==> images/closeup.png <==
Region (58, 40) to (88, 70) um. Cells in grey, sequential cells in the stronger grey; small squares are vias.
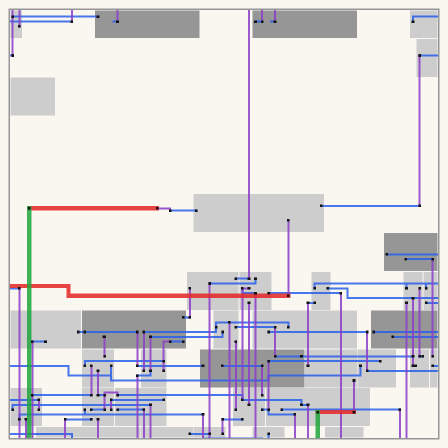
==> images/route_heat.png <==
Scale: 2 px per um. 29 x 22 tiles, from dark purple (low) to yellow (high), scaled to the fullest tile. Values are wire area over tile area, all layers added.
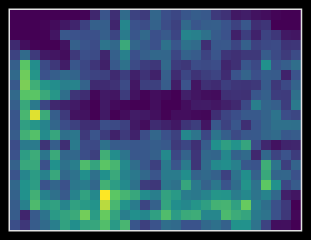
==> images/gates.png <==
Scale: 2 px per um.
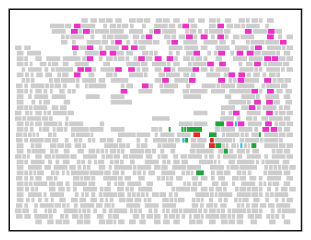
File: src/rtl/mem_arb_pkg.sv
// Shared types and helpers for the memory port arbiter: FSM states,
// access owner encoding and counter width derivation.
package mem_arb_pkg;

   typedef enum logic [1:0] {
      IDLE = 2'd0,
      BUSY = 2'd1,
      DONE = 2'd2
   } arb_state_t;

   typedef enum logic {
      OWN_CPU = 1'b0,
      OWN_LDR = 1'b1
   } owner_t;

   // Bits needed for a counter that must be able to hold max_val.
   function automatic int cnt_width(input int max_val);
      return (max_val < 1) ? 1 : $clog2(max_val + 1);
   endfunction

endpackage

File: src/rtl/arb_sat_counter.sv
// Saturating up-counter with synchronous clear; clear wins over increment.
module arb_sat_counter #(
   parameter int MAX_VAL = 4,
   parameter int W       = 3
) (
   input  logic         clk,
   input  logic         reset,
   input  logic         clr,
   input  logic         inc,
   output logic [W-1:0] count
);

   localparam logic [W-1:0] MAX_Q = W'(MAX_VAL);

   // Count up to MAX_VAL and stick there until cleared.
   // NOTE: state registers use non-blocking (<=) so every flop samples pre-edge values.
   always_ff @(posedge clk) begin
      if (reset) begin
         count <= '0;
      end else if (clr) begin
         count <= '0;
      end else if (inc && (count != MAX_Q)) begin
         count <= count + W'(1);
      end
   end

endmodule

File: src/rtl/mem_port_arbiter.sv
// Arbitrates the single-ported unified memory between the CPU datapath and
// the program loader. Fixed CPU priority, with a burst bound so a waiting
// loader is served after at most MAX_BURST consecutive CPU accesses.
module mem_port_arbiter
   import mem_arb_pkg::*;
#(
   parameter int ADDR_W    = 32,
   parameter int DATA_W    = 32,
   parameter int MEM_LAT   = 1,
   parameter int MAX_BURST = 4
) (
   input  logic              clk,
   input  logic              reset,
   input  logic              cpu_req,
   input  logic              cpu_we,
   input  logic [ADDR_W-1:0] cpu_addr,
   input  logic [DATA_W-1:0] cpu_wdata,
   output logic              cpu_gnt,
   output logic              cpu_done,
   output logic [DATA_W-1:0] cpu_rdata,
   input  logic              ldr_req,
   input  logic              ldr_we,
   input  logic [ADDR_W-1:0] ldr_addr,
   input  logic [DATA_W-1:0] ldr_wdata,
   output logic              ldr_gnt,
   output logic              ldr_done,
   output logic [DATA_W-1:0] ldr_rdata,
   output logic [ADDR_W-1:0] mem_address,
   output logic [DATA_W-1:0] mem_writeData,
   output logic              mem_memread,
   output logic              mem_memwrite,
   input  logic [DATA_W-1:0] mem_out32
);

   localparam int LAT_W   = cnt_width(MEM_LAT);
   localparam int BURST_W = cnt_width(MAX_BURST);

   arb_state_t         state, state_nxt;
   owner_t             owner, owner_sel;
   logic               we_q;
   logic               start;
   logic               last_busy;
   logic               burst_full;
   logic               burst_inc, burst_clr;
   logic [LAT_W-1:0]   lat_cnt;
   logic [BURST_W-1:0] burst_cnt;

   assign burst_full = (burst_cnt == BURST_W'(MAX_BURST));

   // Counts consecutive CPU wins while the loader is kept waiting.
   arb_sat_counter #(.MAX_VAL(MAX_BURST), .W(BURST_W)) u_burst_cnt (
      .clk   (clk),
      .reset (reset),
      .clr   (burst_clr),
      .inc   (burst_inc),
      .count (burst_cnt)
   );

   // Counts cycles spent in BUSY; idle at zero outside BUSY.
   arb_sat_counter #(.MAX_VAL(MEM_LAT), .W(LAT_W)) u_lat_cnt (
      .clk   (clk),
      .reset (reset),
      .clr   (state != BUSY),
      .inc   (state == BUSY),
      .count (lat_cnt)
   );

   // Next-state, owner selection and burst counter control.
   // NOTE: every output of this block gets a default first, so no path can infer a latch.
   always_comb begin
      state_nxt = state;
      owner_sel = OWN_CPU;
      start     = 1'b0;
      burst_inc = 1'b0;
      burst_clr = 1'b0;
      last_busy = (state == BUSY) && (lat_cnt == LAT_W'(MEM_LAT - 1));
      case (state)
         IDLE: begin
            if (cpu_req || ldr_req) begin
               start     = 1'b1;
               state_nxt = BUSY;
               if (!cpu_req || (ldr_req && burst_full)) begin
                  owner_sel = OWN_LDR;
               end
            end
            burst_clr = !ldr_req || (start && (owner_sel == OWN_LDR));
            burst_inc = start && (owner_sel == OWN_CPU) && ldr_req;
         end
         BUSY: begin
            if (last_busy) begin
               state_nxt = DONE;
            end
         end
         DONE:    state_nxt = IDLE;
         default: state_nxt = IDLE;
      endcase
   end

   // State register, grant pulses and the latched winning request.
   always_ff @(posedge clk) begin
      if (reset) begin
         state         <= IDLE;
         owner         <= OWN_CPU;
         we_q          <= 1'b0;
         mem_address   <= '0;
         mem_writeData <= '0;
         cpu_gnt       <= 1'b0;
         ldr_gnt       <= 1'b0;
      end else begin
         state   <= state_nxt;
         cpu_gnt <= start && (owner_sel == OWN_CPU);
         ldr_gnt <= start && (owner_sel == OWN_LDR);
         if (start) begin
            owner         <= owner_sel;
            we_q          <= (owner_sel == OWN_LDR) ? ldr_we    : cpu_we;
            mem_address   <= (owner_sel == OWN_LDR) ? ldr_addr  : cpu_addr;
            mem_writeData <= (owner_sel == OWN_LDR) ? ldr_wdata : cpu_wdata;
         end
      end
   end

   // Capture read data into the owner's register at the end of the last BUSY cycle.
   always_ff @(posedge clk) begin
      if (reset) begin
         cpu_rdata <= '0;
         ldr_rdata <= '0;
      end else if (last_busy && !we_q) begin
         if (owner == OWN_CPU) begin
            cpu_rdata <= mem_out32;
         end else begin
            ldr_rdata <= mem_out32;
         end
      end
   end

   assign mem_memread  = (state == BUSY) && !we_q;
   assign mem_memwrite = (state == BUSY) && we_q;
   assign cpu_done     = (state == DONE) && (owner == OWN_CPU);
   assign ldr_done     = (state == DONE) && (owner == OWN_LDR);

endmodule

File: config.mk
export PLATFORM = sky130hd
export DESIGN_NAME = mem_port_arbiter
export DESIGN_NICKNAME = d
export VERILOG_FILES = /design/src/rtl/mem_arb_pkg.sv /design/src/rtl/arb_sat_counter.sv /design/src/rtl/mem_port_arbiter.sv
export SDC_FILE = /design/constraint.sdc
export NUM_CORES = 1
export LEC_CHECK = 0
export CORE_ASPECT_RATIO = 0.75
export CORE_MARGIN = 2
export CORE_UTILIZATION = 41
export CTS_BUF_LIST = sky130_fd_sc_hd__clkbuf_16
export DETAILED_ROUTE_END_ITERATION = 8
export HOLD_SLACK_MARGIN = 0.05
export PLACE_DENSITY = 0.81
export SYNTH_ARGS = -nofsm -noshare
export SYNTH_HDL_FRONTEND = slang
export SYNTH_SLANG_ARGS = --single-unit
File: constraint.sdc
create_clock -name clk -period 2.15 [get_ports clk]
set_input_delay 0.3225 -clock clk [delete_from_list [all_inputs] [get_ports clk]]
set_output_delay 0.3225 -clock clk [all_outputs]
set_load 0.005 [all_outputs]
==> impl_metrics.env <==
# source this file to load flow results
export IMPL_logic_family="simple AND/OR/NAND/NOR gates"
export IMPL_nMultiInputCombCells=455
export IMPL_path_max_fanout=6
export IMPL_top_usage_layer="met2"
export IMPL_hold_end="mem_address[26]"
export IMPL_r2r_end="ldr_rdata[5]"
export IMPL_yosys_cells=680
export IMPL_maxUsedRoutingLayer="met4"
export IMPL_dieArea_um2=15980
export IMPL_inverters=3
export IMPL_numPortBuffers=299
export IMPL_n_sequential_cell=138
export IMPL_path_buffers=1
export IMPL_synth_area_per_cell_um2=9.031
export IMPL_synth_edff_count=0
export IMPL_biggestCellCategory="non-clock buffers"
export IMPL_clkPwrFrac=0.406
export IMPL_yosysMostFrequentCell="dfxtp_1"
export IMPL_dieWidth_um=145.3
export IMPL_slew_headroom=0.5820
export IMPL_met2_usage=0.4116
export IMPL_finalClockPeriodUsage=0.9364
export IMPL_fin_crit_ns=2.013
export IMPL_post_synth_top_area_cell="dfxtp_1"
export IMPL_worst_slew_pin_slew_ns=0.6270
export IMPL_antennaDiodeCount=1
export IMPL_wl_met2_um=9861
export IMPL_utilization=0.6815
export IMPL_path_cells="nor3b_2 -> clkdlybuf4s50_1"
export IMPL_core_um2=14550
export IMPL_area_delta_synth_final_pct=61.47
export IMPL_grt_pass1_vias=6101
export IMPL_wl_met1_um=8532
export IMPL_yosys_stat_seqShare=0.4499
export IMPL_slew_viol_final=0
export IMPL_warning_count=27
export IMPL_power_density_nw_per_um2=723.9
export IMPL_postRouteAntennaNets=0
export IMPL_yosys_warnings=0
export IMPL_outcome="completed"
export IMPL_clk_pin_slew_ns=0.06
export IMPL_aoi_share=0.1296
Back to the opening pictures, closeup.png:
legend:
  M3:
    colour: red
  M1:
    colour: blue
  M2:
    colour: purple
  M4:
    colour: green
cells with their middle in the window: 26
netlist names of flops here include: cpu_rdata (2)
most frequent: dfxtp_1 (6), clkdlybuf4s50_1 (4)
sequential cells in the window: 6

Back to the opening pictures, route_heat.png:
mean over tiles: 0.21
nearly empty tiles: 6.3%
tiles over half the peak: 15%
emptiest ninth of the die: centre
fullest tile: 0.72

Back to the opening pictures, gates.png:
legend:
  and/or cells:
    colour: red
    cells: 3
  mux cells:
    colour: magenta
    cells: 64
  nor cells:
    colour: green
    cells: 12
  inv cells:
    colour: cyan
    cells: 3

